===== src/rtl/regalu_pkg.sv =====
// Shared definitions for the regalu_seq datapath: ALU opcodes, flag bit positions
// and the sequencing FSM state type.
package regalu_pkg;

    localparam logic [3:0] OP_ADD  = 4'b0000;
    localparam logic [3:0] OP_SLL  = 4'b0001;
    localparam logic [3:0] OP_SLT  = 4'b0010;
    localparam logic [3:0] OP_SLTU = 4'b0011;
    localparam logic [3:0] OP_XOR  = 4'b0100;
    localparam logic [3:0] OP_SRL  = 4'b0101;
    localparam logic [3:0] OP_OR   = 4'b0110;
    localparam logic [3:0] OP_AND  = 4'b0111;
    localparam logic [3:0] OP_SUB  = 4'b1000;
    localparam logic [3:0] OP_SRA  = 4'b1101;

    localparam int FLAG_ZF = 3;
    localparam int FLAG_CF = 2;
    localparam int FLAG_OF = 1;
    localparam int FLAG_SF = 0;

    typedef enum logic [1:0] {
        IDLE = 2'd0,
        READ = 2'd1,
        EXEC = 2'd2,
        WB   = 2'd3
    } state_t;

endpackage


===== src/rtl/regalu_alu.sv =====
// Combinational ALU for regalu_seq: add/sub, shifts, compares and bitwise ops,
// with zero, carry/borrow, signed-overflow and sign flags.
module regalu_alu
    import regalu_pkg::*;
#(
    parameter int XLEN = 32
) (
    input  logic [XLEN-1:0] i_a,
    input  logic [XLEN-1:0] i_b,
    input  logic [3:0]      i_op,
    output logic [XLEN-1:0] o_out,
    output logic            o_zf,
    output logic            o_cf,
    output logic            o_of,
    output logic            o_sf
);
    localparam int SW = $clog2(XLEN);
    localparam int M  = XLEN - 1;

    logic [SW-1:0] w_sh;
    logic [XLEN:0] w_sum;
    logic [XLEN:0] w_diff;
    logic [XLEN-1:0] w_out;
    logic w_cf;
    logic w_of;

    assign w_sh   = i_b[SW-1:0];
    assign w_sum  = {1'b0, i_a} + {1'b0, i_b};
    // The extra top bit of the difference is the unsigned borrow (a < b).
    assign w_diff = {1'b0, i_a} - {1'b0, i_b};

    always_comb begin
        w_out = '0;
        w_cf  = 1'b0;
        w_of  = 1'b0;
        case (i_op)
            OP_ADD: begin
                w_out = w_sum[XLEN-1:0];
                w_cf  = w_sum[XLEN];
                w_of  = (i_a[M] == i_b[M]) && (w_sum[M] != i_a[M]);
            end
            OP_SUB: begin
                w_out = w_diff[XLEN-1:0];
                w_cf  = w_diff[XLEN];
                w_of  = (i_a[M] != i_b[M]) && (w_diff[M] != i_a[M]);
            end
            OP_SLL:  w_out = i_a << w_sh;
            OP_SRL:  w_out = i_a >> w_sh;
            OP_SRA:  w_out = $unsigned($signed(i_a) >>> w_sh);
            OP_SLT:  w_out = {{(XLEN-1){1'b0}}, ($signed(i_a) < $signed(i_b))};
            OP_SLTU: w_out = {{(XLEN-1){1'b0}}, (i_a < i_b)};
            OP_XOR:  w_out = i_a ^ i_b;
            OP_OR:   w_out = i_a | i_b;
            OP_AND:  w_out = i_a & i_b;
            default: w_out = '0;
        endcase
    end

    assign o_out = w_out;
    assign o_zf  = (w_out == '0);
    assign o_sf  = w_out[M];
    assign o_cf  = w_cf;
    assign o_of  = w_of;

endmodule


===== src/rtl/regalu_seq.sv =====
// Register file + ALU sequenced READ -> EXEC -> WB by a start/busy/done FSM.
// Define REGALU_B2B_EN to let WB accept the next command (3-cycle throughput).
module regalu_seq
    import regalu_pkg::*;
#(
    parameter  int XLEN = 32,
    parameter  int NREG = 32,
    localparam int AW   = $clog2(NREG)
) (
    input  logic            clk,
    input  logic            rst,
    input  logic            start,
    input  logic [AW-1:0]   r_addr_a,
    input  logic [AW-1:0]   r_addr_b,
    input  logic [AW-1:0]   w_addr,
    input  logic [3:0]      alu_op,
    input  logic            reg_write,
    output logic            busy,
    output logic            done,
    output logic [XLEN-1:0] result,
    output logic [3:0]      flags,
    input  logic [AW-1:0]   dbg_addr,
    output logic [XLEN-1:0] dbg_data
);
    state_t r_state;
    state_t w_state_next;
    logic   w_accept;

    logic [AW-1:0]   r_ra, r_rb, r_wa;
    logic [3:0]      r_op;
    logic            r_we;
    logic [XLEN-1:0] r_a, r_b;
    logic [XLEN-1:0] r_result;
    logic [3:0]      r_flags;
    logic            r_done;

    logic [XLEN-1:0] w_rf [NREG];
    logic            w_wb_en;
    logic [XLEN-1:0] w_alu_out;
    logic            w_zf, w_cf, w_of, w_sf;

    assign w_wb_en = (r_state == WB) && r_we && (r_wa != '0);

    // Entry 0 has no storage so it reads as zero and silently drops writes.
    generate
        for (genvar gi = 0; gi < NREG; gi++) begin : g_rf
            if (gi == 0) begin : g_zero
                assign w_rf[gi] = '0;
            end else begin : g_entry
                logic [XLEN-1:0] r_q;
                always_ff @(posedge clk or posedge rst) begin
                    if (rst) begin
                        r_q <= '0;
                    end else if (w_wb_en && (r_wa == AW'(gi))) begin
                        r_q <= r_result;
                    end
                end
                assign w_rf[gi] = r_q;
            end
        end
    endgenerate

    always_ff @(posedge clk or posedge rst) begin
        if (rst) begin
            r_state <= IDLE;
        end else begin
            r_state <= w_state_next;
        end
    end

    always_comb begin
        w_state_next = r_state;
        w_accept     = 1'b0;
        case (r_state)
            IDLE: begin
                if (start) begin
                    w_accept     = 1'b1;
                    w_state_next = READ;
                end
            end
            READ: w_state_next = EXEC;
            EXEC: w_state_next = WB;
            WB: begin
`ifdef REGALU_B2B_EN
                if (start) begin
                    w_accept     = 1'b1;
                    w_state_next = READ;
                end else begin
                    w_state_next = IDLE;
                end
`else
                w_state_next = IDLE;
`endif
            end
            default: w_state_next = IDLE;
        endcase
    end

    regalu_alu #(.XLEN(XLEN)) u_alu (
        .i_a   (r_a),
        .i_b   (r_b),
        .i_op  (r_op),
        .o_out (w_alu_out),
        .o_zf  (w_zf),
        .o_cf  (w_cf),
        .o_of  (w_of),
        .o_sf  (w_sf)
    );

    always_ff @(posedge clk or posedge rst) begin
        if (rst) begin
            r_ra     <= '0;
            r_rb     <= '0;
            r_wa     <= '0;
            r_op     <= '0;
            r_we     <= 1'b0;
            r_a      <= '0;
            r_b      <= '0;
            r_result <= '0;
            r_flags  <= '0;
            r_done   <= 1'b0;
        end else begin
            r_done <= (r_state == WB);
            if (w_accept) begin
                r_ra <= r_addr_a;
                r_rb <= r_addr_b;
                r_wa <= w_addr;
                r_op <= alu_op;
                r_we <= reg_write;
            end
            // A command accepted in WB reads one edge after the write lands, so no bypass.
            if (r_state == READ) begin
                r_a <= w_rf[r_ra];
                r_b <= w_rf[r_rb];
            end
            if (r_state == EXEC) begin
                r_result         <= w_alu_out;
                r_flags[FLAG_ZF] <= w_zf;
                r_flags[FLAG_CF] <= w_cf;
                r_flags[FLAG_OF] <= w_of;
                r_flags[FLAG_SF] <= w_sf;
            end
        end
    end

    assign busy     = (r_state != IDLE);
    assign done     = r_done;
    assign result   = r_result;
    assign flags    = r_flags;
    assign dbg_data = w_rf[dbg_addr];

endmodule

===== config.mk =====
export PLATFORM = sky130hd
export DESIGN_NAME = regalu_seq
export DESIGN_NICKNAME = d
export VERILOG_FILES = /design/src/rtl/regalu_pkg.sv /design/src/rtl/regalu_alu.sv /design/src/rtl/regalu_seq.sv
export SDC_FILE = /design/constraint.sdc
export NUM_CORES = 2
export LEC_CHECK = 0
export CORE_MARGIN = 2
export CORE_UTILIZATION = 45
export CTS_CLUSTER_DIAMETER = 60
export CTS_CLUSTER_SIZE = 8
export DETAILED_ROUTE_END_ITERATION = 10
export HOLD_SLACK_MARGIN = 0.08
export SYNTH_ARGS = -nofsm -noshare
export SYNTH_HDL_FRONTEND = slang
export SYNTH_SLANG_ARGS = --single-unit

===== constraint.sdc =====
create_clock -name clk -period 34.1 [get_ports clk]
set_clock_uncertainty 0.2 [all_clocks]
set_input_delay 5.115 -clock clk [delete_from_list [all_inputs] [get_ports clk]]
set_output_delay 5.115 -clock clk [all_outputs]
set_load 0.01 [all_outputs]

Figure 1. Signal wires by layer.
Scale: 1.5 px per um. Only two layers are drawn.
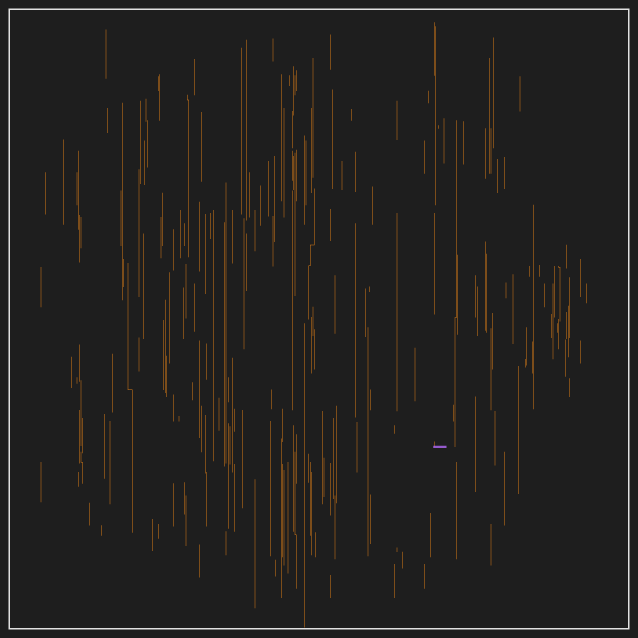
Key: orange = M4 [wire length 9,290 um]; purple = M5 [wire length 7.40 um]
Tot GR Track Use: 30.7%
routed len/inst: 34.3 um
Via Count: 52,882
aggregate routed wire length: 259 mm

Figure 2. Clock nets.
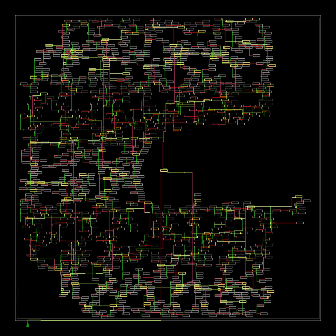
Flops: 1,114
Late-Pin Clk Latency: 0.81 ns

==> results.txt <==
run results: Mapped Cells=5,480, post-place setup slack=18.26 ns, critical path endpoint category=output pin, Seq share, synth=37.2%, WP data required=28.78 ns, GRT overflow=0, post-route ant nets=0, run status=complete, no violations, Die X=412 um, RSZ-0062 raised after global routing=no, Num CTS Buffers=164, gpl congestion=1.01, 1st-pass router iterations=8, max cap viols=0, asr flop ratio synth=100%, vias in the first global route=52,831, Yosys chip area=74,900 um^2, Post-Syn Nets=5,612, Layout area overhead=10.1%, CTS max path bufs=3, Nets=5,433, max frequency=63.6 MHz, Die Y=412 um, starting DRC count in detailed routing=6,025
Figure 3. Signal wires on met2.
Scale: 1 px per um.
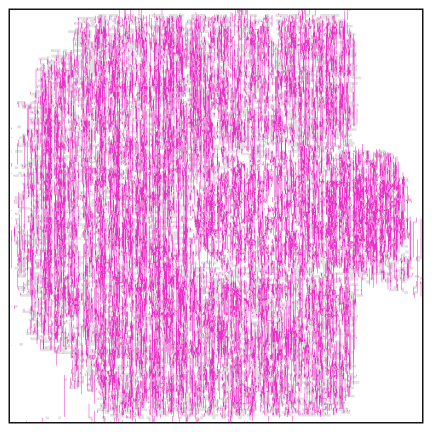
The longest straight run is 125 um. 4,822 nets have wire on it.
met2 Use GR: 44.9%

Figure 4. I/O nets highlighted.
Scale: 1 px per um.
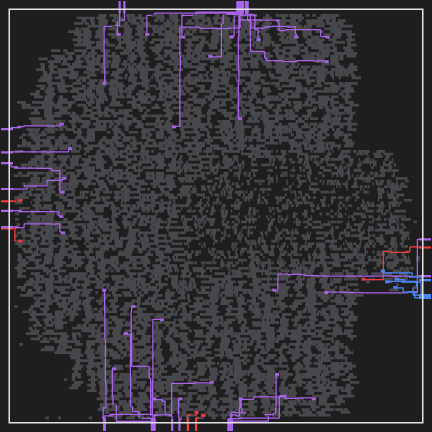
Key: blue = alu_op [bits 4, direction input, end cells 4, buffers 4, wire 182 um]; purple = dbg_data [bits 32, direction output, end cells 32, buffers 32, wire 2,940 um]; red = r_addr_a [bits 5, direction input, end cells 5, buffers 5, wire 148 um]
Boundary Pins: 98
port bufs: 97

-- worst max-delay path: stages --
cell and delay [ns]:
buf_8 0.62, buf_4 0.77, buf_4 0.80, buf_4 0.86
mux4_2 0.59, mux4_2 0.53, mux2_2 0.32, clkdlybuf4s50_1 0.51
-- final cells by class --
class | instances | area [um^2]
Clock inverter | 18 | 224
Timing Repair Buffer | 250 | 2190
Sequential cell | 1114 | 27900
Clock buffer | 189 | 4390
Inverter | 122 | 462
Tap cell | 2189 | 2740
Antenna cell | 4 | 10.0
Multi-Input combinational cell | 3649 | 44500
Fill cell | 14212 | 82800
-- path summary, 6_finish.rpt --
check,from,slack (ns),cells past startpoint,end
setup / recovery,dbg_addr[0],18.37,8,dbg_data[2]
hold / removal,g_rf[8].g_entry.r_q[17],0.32,2,g_rf[8].g_entry.r_q[17]
setup reg to reg,r_b[0],27.74,13,flags[3]
hold reg to reg,g_rf[8].g_entry.r_q[17],0.32,2,g_rf[8].g_entry.r_q[17]
max in group asynchronous,rst,23.94,8,g_rf[4].g_entry.r_q[25]
min in group asynchronous,rst,4.64,2,g_rf[28].g_entry.r_q[10]
-- cell usage in the layout (no fill, tap or decap), types with 73 or more instances in the layout --
master	count
a21oi_1	134
a22o_1	102
buf_4	149
clkbuf_16	170
clkdlybuf4s50_1	92
dfrtp_1	1099
ha_1	100
inv_1	117
mux2_2	1161
mux2i_1	73
mux4_2	911
nand2_1	153
nand2b_1	95
nor2_1	144
o211ai_1	91
o21ai_0	177
-- report_power, final --
part           total, mW  internal, mW  leakage (nW)  switching, mW
registers           2.20          1.70          15.2          0.495
clock network       1.51         0.908          2.26          0.597
logic               3.50          1.59          17.4           1.91
total               7.20          4.20          34.9           3.00
-- metal layers --
metal | vias up | wire (um) | GRT usage, %
li1 | 21216 | - | -
met1 | 28380 | 111000 | 45.6
met2 | 2781 | 115000 | 44.9
met3 | 503 | 23400 | 6.16
met4 | 2 | 9290 | 10.7
met5 | - | 7 | 0
-- per-stage QoR --
| stage | std cells | utilization, % | hold slack [ns] |
|---|---|---|---|
| detailed placement | 7324 | 47.1 | 0.308 |
| floorplan | 5480 | - | 0.276 |
| global placement | 7324 | 47.1 | 0.305 |
| global route | 7531 | 49.9 | 0.347 |
| CTS | 7531 | 49.9 | 0.325 |
| finish | 7535 | 49.9 | 0.323 |
-- sequential cells by signal, indices dropped and copies added, names as in the netlist --
name              flops
g_rf.g_entry.r_q    992
r_wa                  5
result               31
r_op                  4
done                  1
r_ra                  5
r_a                  32
r_state               2
r_b                  32
flags                 4
r_we                  1
r_rb                  5
-- kinds of logic after synthesis --
group	Yosys count	share of synthesized area, %
AND-OR/OR-AND	770	7.08
buffers and inverters	717	3.77
adder cells (fa/ha/maj)	104	1.76
AND/OR/NAND/NOR	605	3.95
XOR/XNOR	21	0.246
multiplexers	2149	46.0
flip-flops	1114	37.2
Power figures rest on the tool's default switching activity, not on a simulated workload.
